### src/rtl/temp_pkg.sv
// Shared constants, FSM state type and the reading clamp for the temperature sensor reader.
package temp_pkg;

    localparam int unsigned TEMP_W   = 10;
    localparam int unsigned TEMP_MAX = 999;
    localparam int unsigned FRAME_W  = 16;
    localparam int unsigned SIGN_BIT = 15;
    localparam int unsigned MAG_MSB  = 14;
    localparam int unsigned MAG_LSB  = 5;

    typedef enum logic [2:0] {
        IDLE,
        SETUP,
        SHIFT,
        HOLD,
        PROC
    } state_t;

    typedef struct packed {
        logic [TEMP_W-1:0] value;
        logic              over;
    } reading_t;

    // Negative readings floor at 0; magnitudes beyond the display range saturate and flag.
    function automatic reading_t clamp_frame(input logic [FRAME_W-1:0] frame);
        reading_t          r;
        logic [TEMP_W-1:0] mag;
        mag    = frame[MAG_MSB:MAG_LSB];
        r.over = 1'b0;
        if (frame[SIGN_BIT]) begin
            r.value = '0;
        end else if (mag > TEMP_W'(TEMP_MAX)) begin
            r.value = TEMP_W'(TEMP_MAX);
            r.over  = 1'b1;
        end else begin
            r.value = mag;
        end
        return r;
    endfunction

endpackage

### src/rtl/temp_sensor_reader_if.sv
// Sensor pins plus the averaged temperature bus toward the display driver.
interface temp_sensor_reader_if;
    import temp_pkg::*;

    logic              sensor_miso;
    logic              sensor_sclk;
    logic              sensor_cs_n;
    logic [TEMP_W-1:0] temp_data;
    logic              temp_valid;
    logic              overrange;

    modport master (
        input  sensor_miso,
        output sensor_sclk,
        output sensor_cs_n,
        output temp_data,
        output temp_valid,
        output overrange
    );

    modport slave (
        output sensor_miso,
        input  sensor_sclk,
        input  sensor_cs_n,
        input  temp_data,
        input  temp_valid,
        input  overrange
    );

endinterface

### src/rtl/spi_rx_frame.sv
// SPI mode-0 read-only frame receiver: chip-select setup, 16 SCLK periods, hold, then a done pulse.
module spi_rx_frame
    import temp_pkg::*;
#(
    parameter int unsigned CLK_DIV = 4
) (
    input  logic               clk,
    input  logic               reset,
    input  logic               start,
    input  logic               miso,
    output logic               sclk,
    output logic               cs_n,
    output logic               done,
    output logic [FRAME_W-1:0] frame
);

    localparam int unsigned DIV_W = (CLK_DIV > 1) ? $clog2(CLK_DIV) : 1;
    localparam int unsigned BIT_W = $clog2(FRAME_W);
    localparam logic [DIV_W-1:0] DIV_LAST = DIV_W'(CLK_DIV - 1);
    localparam logic [BIT_W-1:0] BIT_LAST = BIT_W'(FRAME_W - 1);

    state_t             state;
    logic [DIV_W-1:0]   div_cnt;
    logic [BIT_W-1:0]   bit_cnt;
    logic [FRAME_W-1:0] shreg;
    logic               div_end;

    assign div_end = (div_cnt == DIV_LAST);
    assign frame   = shreg;

    // Every phase lasts CLK_DIV cycles; MISO is captured on the edge that raises SCLK.
    always_ff @(posedge clk or posedge reset) begin
        if (reset) begin
            state   <= IDLE;
            div_cnt <= '0;
            bit_cnt <= '0;
            shreg   <= '0;
            sclk    <= 1'b0;
            cs_n    <= 1'b1;
            done    <= 1'b0;
        end else begin
            done <= 1'b0;
            case (state)
                IDLE: begin
                    if (start) begin
                        cs_n    <= 1'b0;
                        div_cnt <= '0;
                        state   <= SETUP;
                    end
                end
                SETUP: begin
                    if (div_end) begin
                        div_cnt <= '0;
                        bit_cnt <= '0;
                        state   <= SHIFT;
                    end else begin
                        div_cnt <= div_cnt + DIV_W'(1);
                    end
                end
                SHIFT: begin
                    if (div_end) begin
                        div_cnt <= '0;
                        if (!sclk) begin
                            sclk  <= 1'b1;
                            shreg <= {shreg[FRAME_W-2:0], miso};
                        end else begin
                            sclk <= 1'b0;
                            if (bit_cnt == BIT_LAST) begin
                                state <= HOLD;
                            end else begin
                                bit_cnt <= bit_cnt + BIT_W'(1);
                            end
                        end
                    end else begin
                        div_cnt <= div_cnt + DIV_W'(1);
                    end
                end
                HOLD: begin
                    if (div_end) begin
                        div_cnt <= '0;
                        cs_n    <= 1'b1;
                        done    <= 1'b1;
                        state   <= IDLE;
                    end else begin
                        div_cnt <= div_cnt + DIV_W'(1);
                    end
                end
                default: begin
                    state <= IDLE;
                end
            endcase
        end
    end

endmodule

### src/rtl/temp_sensor_reader.sv
// Periodic sensor poll with clamping and a power-of-two window average feeding the display driver.
module temp_sensor_reader
    import temp_pkg::*;
#(
    parameter int unsigned CLK_DIV       = 4,
    parameter int unsigned SAMPLE_PERIOD = 100000,
    parameter int unsigned AVG_LOG2      = 2
) (
    input  logic                  clk,
    input  logic                  reset,
    temp_sensor_reader_if.master  bus
);

    localparam int unsigned PER_W = $clog2(SAMPLE_PERIOD);
    localparam int unsigned ACC_W = TEMP_W + AVG_LOG2;
    localparam int unsigned CNT_W = (AVG_LOG2 > 0) ? AVG_LOG2 : 1;
    localparam logic [PER_W-1:0] PER_LAST = PER_W'(SAMPLE_PERIOD - 1);

    state_t             state;
    logic [PER_W-1:0]   period_cnt;
    logic [ACC_W-1:0]   acc;
    logic [CNT_W-1:0]   rd_cnt;
    logic               win_over;
    logic               start_c;
    logic               rx_done;
    logic [FRAME_W-1:0] rx_frame;
    reading_t           rd_c;
    logic [ACC_W-1:0]   sum_c;
    logic               last_c;

    assign start_c = (state == IDLE) && (period_cnt == '0);
    assign rd_c    = clamp_frame(rx_frame);
    assign sum_c   = acc + ACC_W'(rd_c.value);
    assign last_c  = (AVG_LOG2 == 0) || (rd_cnt == '1);

    spi_rx_frame #(
        .CLK_DIV (CLK_DIV)
    ) u_rx (
        .clk   (clk),
        .reset (reset),
        .start (start_c),
        .miso  (bus.sensor_miso),
        .sclk  (bus.sensor_sclk),
        .cs_n  (bus.sensor_cs_n),
        .done  (rx_done),
        .frame (rx_frame)
    );

    // Free-running sample timer; wrapping to 0 requests a transaction.
    always_ff @(posedge clk or posedge reset) begin
        if (reset) begin
            period_cnt <= '0;
        end else if (period_cnt == PER_LAST) begin
            period_cnt <= '0;
        end else begin
            period_cnt <= period_cnt + PER_W'(1);
        end
    end

    // Results are registered on entry to PROC so temp_valid is high during PROC itself.
    always_ff @(posedge clk or posedge reset) begin
        if (reset) begin
            state          <= IDLE;
            acc            <= '0;
            rd_cnt         <= '0;
            win_over       <= 1'b0;
            bus.temp_data  <= '0;
            bus.temp_valid <= 1'b0;
            bus.overrange  <= 1'b0;
        end else begin
            bus.temp_valid <= 1'b0;
            case (state)
                IDLE: begin
                    if (start_c) begin
                        state <= SHIFT;
                    end
                end
                SHIFT: begin
                    if (rx_done) begin
                        state <= PROC;
                        if (last_c) begin
                            bus.temp_data  <= TEMP_W'(sum_c >> AVG_LOG2);
                            bus.overrange  <= win_over | rd_c.over;
                            bus.temp_valid <= 1'b1;
                            acc            <= '0;
                            rd_cnt         <= '0;
                            win_over       <= 1'b0;
                        end else begin
                            acc      <= sum_c;
                            rd_cnt   <= rd_cnt + CNT_W'(1);
                            win_over <= win_over | rd_c.over;
                        end
                    end
                end
                PROC: begin
                    state <= IDLE;
                end
                default: begin
                    state <= IDLE;
                end
            endcase
        end
    end

endmodule
### src/flat_wrapper.sv
// flat-port wrapper written by rule: the top's interface ports become plain ports
module temp_sensor_reader_flat import temp_pkg::*;
#(
    parameter int unsigned CLK_DIV       = 4,
    parameter int unsigned SAMPLE_PERIOD = 100000,
    parameter int unsigned AVG_LOG2      = 2
)
  (clk, reset, bus_sensor_miso, bus_sensor_sclk, bus_sensor_cs_n, bus_temp_data, bus_temp_valid, bus_overrange);
  temp_sensor_reader_if bus_i ();
  input  logic clk;
  input  logic reset;
  input wire logic [$bits(bus_i.sensor_miso)-1:0] bus_sensor_miso;
  output wire logic [$bits(bus_i.sensor_sclk)-1:0] bus_sensor_sclk;
  output wire logic [$bits(bus_i.sensor_cs_n)-1:0] bus_sensor_cs_n;
  output wire logic [$bits(bus_i.temp_data)-1:0] bus_temp_data;
  output wire logic [$bits(bus_i.temp_valid)-1:0] bus_temp_valid;
  output wire logic [$bits(bus_i.overrange)-1:0] bus_overrange;
  assign bus_i.sensor_miso = bus_sensor_miso;
  assign bus_sensor_sclk = bus_i.sensor_sclk;
  assign bus_sensor_cs_n = bus_i.sensor_cs_n;
  assign bus_temp_data = bus_i.temp_data;
  assign bus_temp_valid = bus_i.temp_valid;
  assign bus_overrange = bus_i.overrange;
  temp_sensor_reader #(.CLK_DIV(CLK_DIV), .SAMPLE_PERIOD(SAMPLE_PERIOD), .AVG_LOG2(AVG_LOG2)) u_core (.clk(clk), .reset(reset), .bus(bus_i));
endmodule
### config.mk
export PLATFORM = sky130hd
export DESIGN_NAME = temp_sensor_reader_flat
export DESIGN_NICKNAME = d
export VERILOG_FILES = /design/src/rtl/temp_pkg.sv /design/src/rtl/temp_sensor_reader_if.sv /design/src/rtl/spi_rx_frame.sv /design/src/rtl/temp_sensor_reader.sv /design/src/flat_wrapper.sv
export SDC_FILE = /design/constraint.sdc
export NUM_CORES = 1
export LEC_CHECK = 0
export ABC_CLOCK_PERIOD_IN_PS = 3200
export CORE_UTILIZATION = 55
export DETAILED_ROUTE_END_ITERATION = 10
export MAX_ROUTING_LAYER = met4
export PLACE_DENSITY = 0.73
export SLEW_MARGIN = 20
export SYNTH_ARGS = -nofsm -noshare
export SYNTH_HDL_FRONTEND = slang
export SYNTH_SLANG_ARGS = --single-unit
### constraint.sdc
create_clock -name clk -period 3.2 [get_ports clk]
set_clock_uncertainty 0.2 [all_clocks]
set_input_delay 0.8 -clock clk [delete_from_list [all_inputs] [get_ports clk]]
set_output_delay 0.8 -clock clk [all_outputs]
set_load 0.02 [all_outputs]
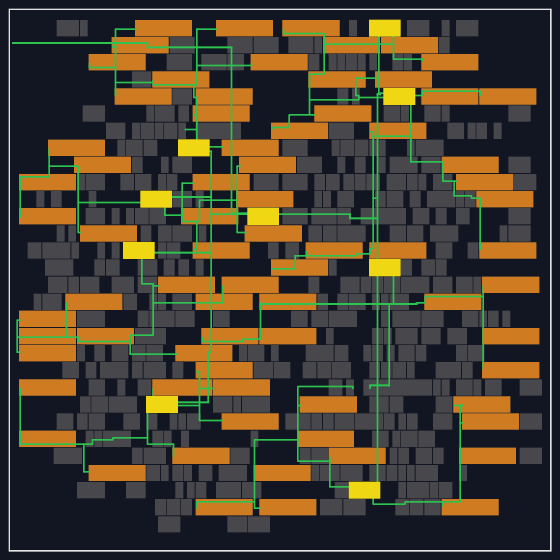
Fig. 1. Routed clock nets over the placement.
[orange] flip-flops | count: 73
[yellow] clock-net drivers | count: 9
[green] clock wires | length: 921 um
routed clock nets	10
flops lie	all over the die
clock latency at the later pin of the worst-skew pair: 0.35 ns
share of power burned in the clock network: 42.6%
Clock net power: 713 uW

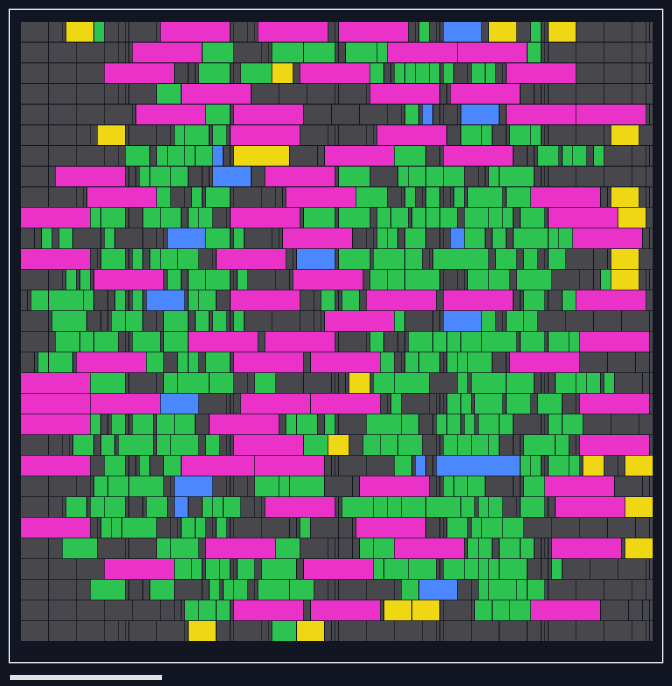
Fig. 2. Placed cells, one colour a class.
Bar = 20 um. Fill, decap, tap and diode cells in grey.
colour	class	cells	share of their area
green	remaining logic cells	303	47%
yellow	remaining buffers and delay cells	21	5.0%
blue	clock drivers and dummy loads	16	4.5%
magenta	registers	73	43%
design area: 4340 um2
register share of the cell area: 42.1%
number of placement rows: 30
core box area: 6790 um2

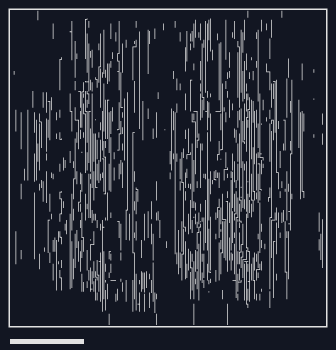
Fig. 3. Met2 routing.
Bar = 20 um.
main direction	vertical
longest straight run	38.4 um

==> run notes <==
### Timing
* **setup repair after global routing missed its margin** false
* **Rel. slew slack** 65.2%
* **final worst setup slack** 0.193 ns
* **final setup violating endpoints** 0
* **worst hold slack after final layout** 0.288 ns

### Final layout
* **number of flip-flops in the largest register** 17
* **leading cell types in the layout, fill and taps excluded** 72 x dfrtp_1, 42 x nand2_1, 27 x nor2_1
* **cell kind with the greatest summed area** combinational gates
* **area used by multi-input combinational logic** 1930 um2
* **Final clock-cell share** 4.36%
* **non-clock buffer count** 21
* **Layout non-clock buf frac** 4.85%
* **Post-Layout Cell Count** 509
* **most flop-heavy register** u_core.period_cnt

### Placement
* **tally of buffers added on design ports** 16
* **number of placed instances with taps included** 493
* **routability cong.** 0.853
* **placed inst area** 4150 um2

### Run status
* **result of the run** finished clean

### Detailed routing
* **number of search-and-repair iterations in the first detailed-routing pass** 4
* **via/cell ratio** 5.69
* **drt drc** 0
* **M1 wire length** 3490 um
* **count of vias placed by the detailed router** 2898
* **sum of routed wire length over all layers** 7430 um
* **initial drt markers** 133

### Clock tree
* **number of CTS-inserted buffers** 9
* **number of hold buffers added after CTS** 0
* **TritonCTS clock tree** done
* **clock tree sinks** 73

### Synth
* **top cells by area** dfrtp_1 47%, ha_1 6.2%, mux2_2 4.4%
* **Synth async-reset ratio** 100%
* **number of distinct standard cells referenced by the synthesized netlist** 57
* **Syn Std Cell Area** 3860 um2
* **flip-flops with a built-in enable** 0
* **Ys Warns** 0
* **post-synth area from yosys stat** 3860 um2
* **XOR-XNOR Cells, Area Fraction** 4.31%
* **flip-flop and latch count after synthesis** 73

### GRT
* **overflow left after global routing** 0
* **GR peak layer** met2
* **first-pass GRT wire length** 13000 um
* **Global Route met1 Usage** 28.7%
* **maximum number of pins on one net before global-route repair** 34

### Power
* **leakage** 0.00199 uW

### Worst setup path
* **Reg2Reg Launch Point** u_core.u_rx.frame[15]
* **startpoint class of the critical path** flop
* **WP depth** 7
* **logic depth of the worst register-to-register path** 7
* **Buf+Inv Stages, Crit Path** 0

### Die
* **top-level port count** 17
* **Die Y-Extent** 85.8 um

### Flow run
* **total tool warning count** 30

### Hold path
* **class of the most critical hold timing path** flop to flop

Power is estimated from default activity; no workload was simulated.
